floorplan.png
Scale bar: 50 um. Pins as bars on the die edge.
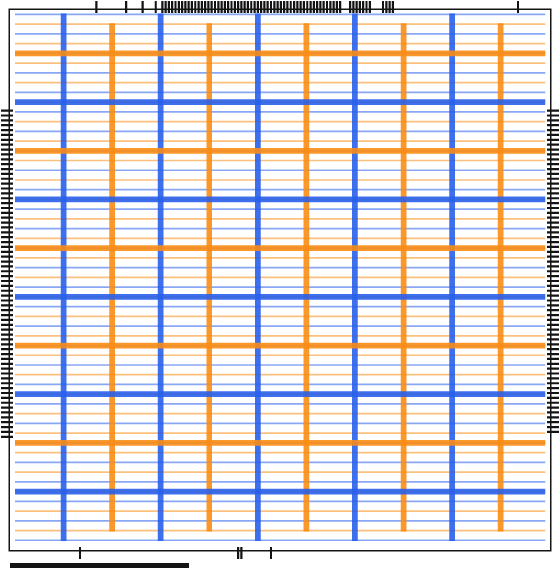
class_map.png
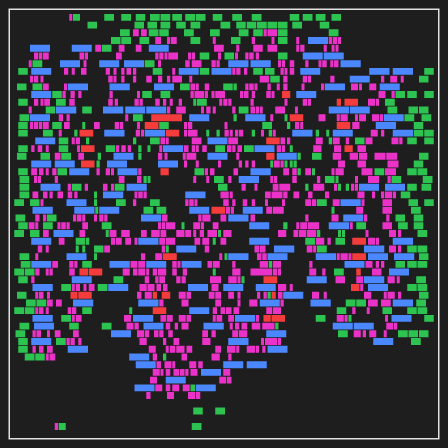
clock_wires.png
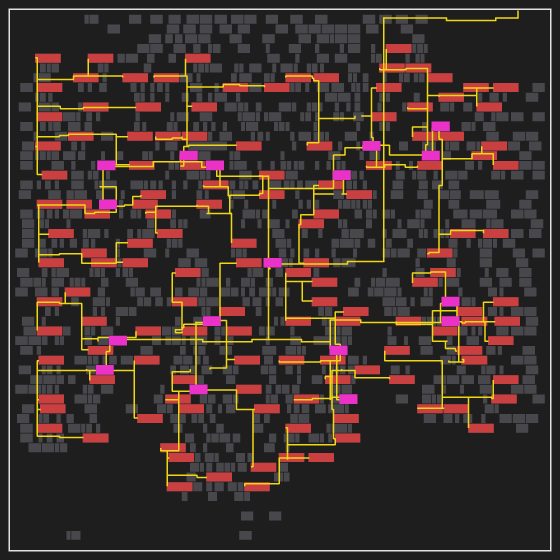
layers.png
Scale bar: 50 um.
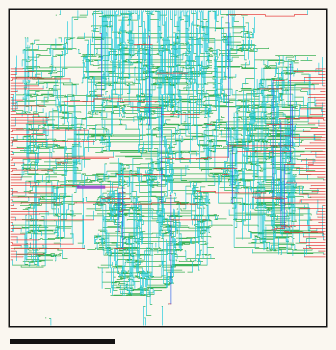
congestion_map.png
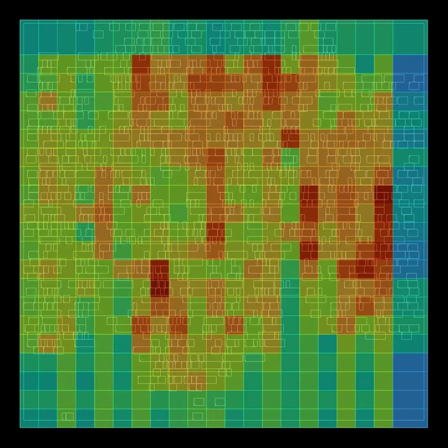
<file path="src/rtl/riscv_pkg.sv">
// Shared RV32I memory-access definitions: funct3 size codes, the bridge
// state encoding, and the alignment/legality helpers used by the bridge.
package riscv_pkg;

    localparam logic [2:0] F3_B  = 3'b000;
    localparam logic [2:0] F3_H  = 3'b001;
    localparam logic [2:0] F3_W  = 3'b010;
    localparam logic [2:0] F3_BU = 3'b100;
    localparam logic [2:0] F3_HU = 3'b101;

    typedef enum logic [2:0] {
        IDLE,
        REQ,
        RESP,
        FIN,
        ERR
    } bridge_state_e;

    typedef enum logic {
        ALIGN_OK,
        MISALIGNED
    } align_e;

    // Halfwords need an even address, words a 4-byte aligned one.
    function automatic align_e align_check(input logic [2:0] funct3,
                                           input logic [1:0] addr_lo);
        align_e res;
        res = ALIGN_OK;
        case (funct3)
            F3_H, F3_HU: if (addr_lo[0])        res = MISALIGNED;
            F3_W:        if (addr_lo != 2'b00)  res = MISALIGNED;
            default:     res = ALIGN_OK;
        endcase
        return res;
    endfunction

    // Unsigned sizes exist only for loads; 011/110/111 are never legal.
    function automatic logic funct3_legal(input logic [2:0] funct3,
                                          input logic       we);
        logic ok;
        case (funct3)
            F3_B, F3_H, F3_W: ok = 1'b1;
            F3_BU, F3_HU:     ok = !we;
            default:          ok = 1'b0;
        endcase
        return ok;
    endfunction

endpackage

</file>
<file path="src/rtl/mem_bus_bridge_if.sv">
// Word-addressed valid/ready request channel plus a separate read-response
// channel between the bridge (master) and a memory slave.
interface mem_bus_bridge_if;

    logic        bus_valid;
    logic        bus_ready;
    logic        bus_we;
    logic [31:0] bus_addr;
    logic [3:0]  bus_wstrb;
    logic [31:0] bus_wdata;
    logic        bus_rvalid;
    logic [31:0] bus_rdata;

    modport master (
        output bus_valid, bus_we, bus_addr, bus_wstrb, bus_wdata,
        input  bus_ready, bus_rvalid, bus_rdata
    );

    modport slave (
        input  bus_valid, bus_we, bus_addr, bus_wstrb, bus_wdata,
        output bus_ready, bus_rvalid, bus_rdata
    );

endinterface

</file>
<file path="src/rtl/lsu_lane_align.sv">
// Byte-lane steering for RV32I loads and stores: store data replication and
// strobe generation, and load lane extraction with sign/zero extension.
// Purely combinational so it can be shared with a future cache datapath.
module lsu_lane_align
    import riscv_pkg::*;
(
    input  logic [2:0]  funct3,
    input  logic [1:0]  addr_lo,
    input  logic [31:0] store_data,
    output logic [3:0]  store_strb,
    output logic [31:0] store_lanes,
    input  logic [31:0] load_word,
    output logic [31:0] load_data
);

    logic [7:0]  load_byte;
    logic [15:0] load_half;

    // Store side: replicate the right-justified data onto every lane it may
    // occupy and enable only the addressed bytes.
    // NOTE: every always_comb output gets a default first so no path can
    // leave it unassigned and infer a latch.
    always_comb begin
        store_strb  = 4'b1111;
        store_lanes = store_data;
        case (funct3)
            F3_B, F3_BU: begin
                store_strb  = 4'b0001 << addr_lo;
                store_lanes = {4{store_data[7:0]}};
            end
            F3_H, F3_HU: begin
                store_strb  = addr_lo[1] ? 4'b1100 : 4'b0011;
                store_lanes = {2{store_data[15:0]}};
            end
            default: begin
                store_strb  = 4'b1111;
                store_lanes = store_data;
            end
        endcase
    end

    // Load side: pick the addressed lane, then extend it to 32 bits.
    always_comb begin
        load_byte = load_word[7:0];
        case (addr_lo)
            2'd0:    load_byte = load_word[7:0];
            2'd1:    load_byte = load_word[15:8];
            2'd2:    load_byte = load_word[23:16];
            default: load_byte = load_word[31:24];
        endcase
        load_half = addr_lo[1] ? load_word[31:16] : load_word[15:0];

        load_data = load_word;
        case (funct3)
            F3_B:    load_data = {{24{load_byte[7]}}, load_byte};
            F3_BU:   load_data = {24'd0, load_byte};
            F3_H:    load_data = {{16{load_half[15]}}, load_half};
            F3_HU:   load_data = {16'd0, load_half};
            default: load_data = load_word;
        endcase
    end

endmodule

</file>
<file path="src/rtl/mem_bus_bridge.sv">
// Bridge between the multicycle core's memory port and a valid/ready memory
// bus. Each core request is validated, issued as one word-aligned bus
// transaction (reads wait for a separate response), and finished with a
// one-cycle core_done pulse, qualified by core_err on misalignment, illegal
// size or bus timeout.
module mem_bus_bridge
    import riscv_pkg::*;
#(
    parameter int unsigned TIMEOUT_CYCLES = 255
) (
    input  logic                    clk,
    input  logic                    reset,
    input  logic                    core_req,
    input  logic                    core_we,
    input  logic [31:0]             core_addr,
    input  logic [31:0]             core_wdata,
    input  logic [2:0]              core_funct3,
    output logic [31:0]             core_rdata,
    output logic                    core_done,
    output logic                    core_err,
    output logic                    core_busy,
    mem_bus_bridge_if.master        bus
);

    localparam bit          TMO_EN   = (TIMEOUT_CYCLES != 0);
    localparam logic [31:0] TMO_LAST = 32'(TIMEOUT_CYCLES - 1);

    bridge_state_e state, state_next;

    logic        req_we;
    logic [31:0] req_addr;
    logic [31:0] req_wdata;
    logic [2:0]  req_funct3;
    logic [31:0] tmo_cnt;

    logic        accept;
    logic        req_bad;
    logic        tmo_expire;
    logic [3:0]  lane_strb;
    logic [31:0] lane_wdata;
    logic [31:0] lane_rdata;

    // The done cycle (FIN/ERR) already returns to IDLE, so a request presented
    // alongside core_done is taken immediately; REQ/RESP ignore core_req.
    assign accept  = core_req && (state == IDLE || state == FIN || state == ERR);
    assign req_bad = !funct3_legal(core_funct3, core_we) ||
                     (align_check(core_funct3, core_addr[1:0]) == MISALIGNED);
    assign tmo_expire = TMO_EN && (tmo_cnt == TMO_LAST);

    lsu_lane_align u_lane_align (
        .funct3      (req_funct3),
        .addr_lo     (req_addr[1:0]),
        .store_data  (req_wdata),
        .store_strb  (lane_strb),
        .store_lanes (lane_wdata),
        .load_word   (bus.bus_rdata),
        .load_data   (lane_rdata)
    );

    // State register.
    // NOTE: sequential state uses non-blocking assignments so every flop
    // samples pre-edge values regardless of block ordering.
    always_ff @(posedge clk) begin
        if (reset) state <= IDLE;
        else       state <= state_next;
    end

    // Capture the request so the bus fields stay stable for its whole life.
    always_ff @(posedge clk) begin
        if (reset) begin
            req_we     <= 1'b0;
            req_addr   <= '0;
            req_wdata  <= '0;
            req_funct3 <= '0;
        end else if (accept) begin
            req_we     <= core_we;
            req_addr   <= core_addr;
            req_wdata  <= core_wdata;
            req_funct3 <= core_funct3;
        end
    end

    // Timeout counter: runs across REQ and RESP, zero everywhere else so it
    // starts from zero on every entry to REQ.
    always_ff @(posedge clk) begin
        if (reset)                             tmo_cnt <= '0;
        else if (state == REQ || state == RESP) tmo_cnt <= tmo_cnt + 32'd1;
        else                                   tmo_cnt <= '0;
    end

    // Load result register; holds until the next successful load.
    always_ff @(posedge clk) begin
        if (reset)                               core_rdata <= '0;
        else if (state == RESP && bus.bus_rvalid) core_rdata <= lane_rdata;
    end

    // Next-state logic; completion in the expiry cycle beats the timeout.
    always_comb begin
        state_next = state;
        case (state)
            IDLE, FIN, ERR: begin
                state_next = IDLE;
                if (core_req) state_next = req_bad ? ERR : REQ;
            end
            REQ: begin
                if (bus.bus_ready) state_next = req_we ? FIN : RESP;
                else if (tmo_expire) state_next = ERR;
            end
            RESP: begin
                if (bus.bus_rvalid)  state_next = FIN;
                else if (tmo_expire) state_next = ERR;
            end
            default: state_next = IDLE;
        endcase
    end

    // Outputs decoded from state; bus fields are zero outside REQ.
    always_comb begin
        bus.bus_valid = (state == REQ);
        bus.bus_we    = (state == REQ) && req_we;
        bus.bus_addr  = (state == REQ) ? {req_addr[31:2], 2'b00} : 32'd0;
        bus.bus_wstrb = (state == REQ && req_we) ? lane_strb : 4'b0000;
        bus.bus_wdata = (state == REQ) ? lane_wdata : 32'd0;
        core_done     = (state == FIN) || (state == ERR);
        core_err      = (state == ERR);
        core_busy     = (state != IDLE);
    end

endmodule

</file>
<file path="src/flat_wrapper.sv">
// flat-port wrapper written by rule: the top's interface ports become plain ports
module mem_bus_bridge_flat import riscv_pkg::*;
#(
    parameter int unsigned TIMEOUT_CYCLES = 255
)
  (clk, reset, core_req, core_we, core_addr, core_wdata, core_funct3, core_rdata, core_done, core_err, core_busy, bus_bus_valid, bus_bus_we, bus_bus_addr, bus_bus_wstrb, bus_bus_wdata, bus_bus_ready, bus_bus_rvalid, bus_bus_rdata);
  mem_bus_bridge_if bus_i ();
  input  logic clk;
  input  logic reset;
  input  logic core_req;
  input  logic core_we;
  input  logic [31:0] core_addr;
  input  logic [31:0] core_wdata;
  input  logic [2:0] core_funct3;
  output logic [31:0] core_rdata;
  output logic core_done;
  output logic core_err;
  output logic core_busy;
  output wire logic [$bits(bus_i.bus_valid)-1:0] bus_bus_valid;
  output wire logic [$bits(bus_i.bus_we)-1:0] bus_bus_we;
  output wire logic [$bits(bus_i.bus_addr)-1:0] bus_bus_addr;
  output wire logic [$bits(bus_i.bus_wstrb)-1:0] bus_bus_wstrb;
  output wire logic [$bits(bus_i.bus_wdata)-1:0] bus_bus_wdata;
  input wire logic [$bits(bus_i.bus_ready)-1:0] bus_bus_ready;
  input wire logic [$bits(bus_i.bus_rvalid)-1:0] bus_bus_rvalid;
  input wire logic [$bits(bus_i.bus_rdata)-1:0] bus_bus_rdata;
  assign bus_bus_valid = bus_i.bus_valid;
  assign bus_bus_we = bus_i.bus_we;
  assign bus_bus_addr = bus_i.bus_addr;
  assign bus_bus_wstrb = bus_i.bus_wstrb;
  assign bus_bus_wdata = bus_i.bus_wdata;
  assign bus_i.bus_ready = bus_bus_ready;
  assign bus_i.bus_rvalid = bus_bus_rvalid;
  assign bus_i.bus_rdata = bus_bus_rdata;
  mem_bus_bridge #(.TIMEOUT_CYCLES(TIMEOUT_CYCLES)) u_core (.clk(clk), .reset(reset), .core_req(core_req), .core_we(core_we), .core_addr(core_addr), .core_wdata(core_wdata), .core_funct3(core_funct3), .core_rdata(core_rdata), .core_done(core_done), .core_err(core_err), .core_busy(core_busy), .bus(bus_i));
endmodule
</file>
<file path="config.mk">
export PLATFORM = sky130hd
export DESIGN_NAME = mem_bus_bridge_flat
export DESIGN_NICKNAME = d
export VERILOG_FILES = /design/src/rtl/riscv_pkg.sv /design/src/rtl/mem_bus_bridge_if.sv /design/src/rtl/lsu_lane_align.sv /design/src/rtl/mem_bus_bridge.sv /design/src/flat_wrapper.sv
export SDC_FILE = /design/constraint.sdc
export NUM_CORES = 1
export LEC_CHECK = 0
export CAP_MARGIN = 0
export CORE_UTILIZATION = 29
export CTS_BUF_LIST = sky130_fd_sc_hd__clkbuf_8
export DETAILED_ROUTE_END_ITERATION = 16
export GPL_TIMING_DRIVEN = 0
export PLACE_DENSITY = 0.55
export SKIP_CTS_REPAIR_TIMING = 1
export SYNTH_ARGS = -nofsm -noshare
export SYNTH_HDL_FRONTEND = slang
export SYNTH_SLANG_ARGS = --single-unit
</file>
<file path="constraint.sdc">
create_clock -name clk -period 5 [get_ports clk]
set_input_delay 0.75 -clock clk [delete_from_list [all_inputs] [get_ports clk]]
set_output_delay 0.75 -clock clk [all_outputs]
set_load 0.01 [all_outputs]
</file>
==> results.txt <==
run results: status complete, no violations, slowest CP cell clkdlybuf4s50_1, Yosys warning count 0, CTS sink cnt around 140, worst setup path class flip-flop to output pin, Mapped Cells between 800 and 900, max_cap viols 0, Min Hold Slack around 450 ps, routability cong. between 0.8 and 0.9, setup ws final 947 ps, yosys xor share under 10%, Initial DRT Pass Iterations 5, vias in the first global route between 6000 and 7000, clock root cell clkbuf_8, # Cells Yosys 833, area reported by Yosys stat between 6000 and 7000 um^2, Flop area ~2700 um^2, final net count between 1000 and 1500, Die Span Y about 150 um, leakage a little over 0.003 uW, largest net degree at the start of global routing 17, aggregate global routing overflow 0, FMAX around 250 MHz, Flop+latch power 1150 uW, cell with the most instances after synthesis nand2_1, WHS Path Cells 2, post-route insts no fill roughly 1400, Clk pin slew, worst setup/hold paths 90 ps, well tap count ~280, metal1 wirelength about 10000 um, crit path time final ~4100 ps, logic area between 3000 and 4000 um^2, most numerous logic cells after layout 207 x clkdlybuf4s50_1, 182 x nand2_1, 135 x dfxtp_1, Combinational Power Share ~16%, worst slack, placed about 1400 ps, area delta synth->final 43.6%, Yosys cell types slightly below 50, Post-DP Area 8850 um^2, share of cells above drive strength 1 between 4 and 5%, Adder Area Share less than 1%, share of the synthesized area in the top cell type a little over two fifths, Avg WL per Cell 16.5 um, most numerous logic cell after layout clkdlybuf4s50_1, largest delay contributor family on the critical path buffers and inverters, CP startpoint u_core.state[0], Synth area leader dfxtp_1, Post-synth mux share between 4 and 5%, HP Class flip-flop to flip-flop, top_reg_cell synth dfxtp_1, clock buffer count 18, fillers 2284, Tool Warnings 27, Seq share, synth between 40% and 50%, overall power about 2400 uW, Avg Vias per Cell around 4.9, Crit path required time 4250 ps, Signal buffers 271, DIE AREA around 23000 um^2, CTS max path bufs 2, Simple-Gate Area Share around 28%, Slew HR 39.9%, critical path endpoint bus_bus_wstrb[3], Netlist Area Pre-Place 6420 um^2, top cells by area dfxtp_1 42%, nand2_1 11%, a21oi_1 8.1%, crit path max fanout 10, Post-Route WL ~22000 um, CP Capture Type output pin, Async S/R FF share, synth 0%, largest class multi-input combinational cells, Post-synth top cells 182 x nand2_1, 135 x dfxtp_1, 104 x a21oi_1, aoi share between 10% and 20%, Max VDD drop approximately 0.15 mV, critical path depth 7, r2r worst-path depth 5, Internal between 1500 and 2000 uW, logic share of the area 37.2%, worst path cell trace or3b_2, clkbuf_1, inv_1, clkbuf_1, nand2_1, a21oi_1, clkdlybuf4s50_1, NetSw slightly below 700 uW, first-pass GRT wire length about 34000 um, DR iter-0 viols slightly below 300, vias after detailed routing between 6000 and 7000, actual slew at the worst max-slew pin a little under 900 ps, hold endpoint u_core.req_addr[11], Synthesized registers between 100 and 150, Bufs and invs on worst path 4, switching part of the total between 20% and 30%, Hold Path Origin u_core.req_addr[11], Data buffer area share between 20 and 30%, Setup TNS 0 ps, Seq pwr share ~48%, Final Hold Vio Count 0, R2R Setup Slk around 2600 ps, top power group sequential cells, combinational gates 624, die width between 150 and 200 um, Final period util between 80% and 90%, DR top layer met5, nonclk inv count 11, CP startpoint kind flip-flop, ClkCell Share between 4 and 5%, Critical Path AT about 3300 ps, syn avg cell area 7.71 um^2, PwrDens between 200 and 300 nW/um^2, met3 routed WL between 1500 and 2000 um, Slowest Stage Delay on Critical Path roughly 590 ps, Initial Util between 20% and 30%, Ant. Diodes 0, Logic power comb roughly 380 uW, CTS H-tree depth 4, DR WL met2 slightly below 10000 um, Logic family by area simple AND/OR/NAND/NOR gates, hpwl dp about 17000 um, Num CTS Buffers 17, CTS tree done, RSZ-0062 raised after global routing false, Pins Over Slew Limit 0, dpl cells around 1300, setup violators final 0, most used cell, CP clkbuf_1, worst flop-to-flop path startpoint u_core.state[1], Port Buf Inserts about 210, drc violations 0, num sequential roughly 140, worst reg2reg path endpoint u_core.core_rdata[28], Post-synth EDFFs 0, antenna violations before repair 1, I/O pins between 200 and 250, Post-DRT Antenna Nets 0
-- floorplan.png (at the start) --
legend:
  orange:
    net: VDD
  blue:
    net: VSS
rows: 54
met4 straps: 10

-- class_map.png (at the start) --
legend:
  blue:
    class: registers
    cells: 135
    share_of_their_area: 30%
  magenta:
    class: remaining logic cells
    cells: 635
    share_of_their_area: 39%
  green:
    class: remaining buffers and delay cells
    cells: 271
    share_of_their_area: 26%
  red:
    class: clock drivers and dummy loads
    cells: 32
    share_of_their_area: 4.2%
Finished Core Util: 42.4%
final instance area: 9230 um^2
Core Rows: 54
Placeable Area: 21800 um^2
flop share of the area: 29.3%

-- clock_wires.png (at the start) --
legend:
  yellow:
    item: clock wires
    length: 1900 um
  red:
    item: flip-flops
    count: 135
  magenta:
    item: clock-net drivers
    count: 17
flops lie: all over the die
Power Clock: 872 uW
Latency at later pin: 450 ps
Clock Power Share: 36.3%
Final Skew: 16.7 ps

-- layers.png (at the start) --
legend:
  red:
    layer: M3
    wire_length: 1840 um
  blue:
    layer: M4
    wire_length: 513 um
  purple:
    layer: M5
    wire_length: 12.0 um
  green:
    layer: M1
    wire_length: 10000 um
  cyan:
    layer: M2
    wire_length: 9890 um

-- congestion_map.png (at the start) --
grt met1 use: 24.9%
Tot GR Track Use: 19.4%
grt met2 use: 30.0%
Top Usage Layer GRT: met2
met3 usage: 6.66%

Power and IR drop assume default switching activity.
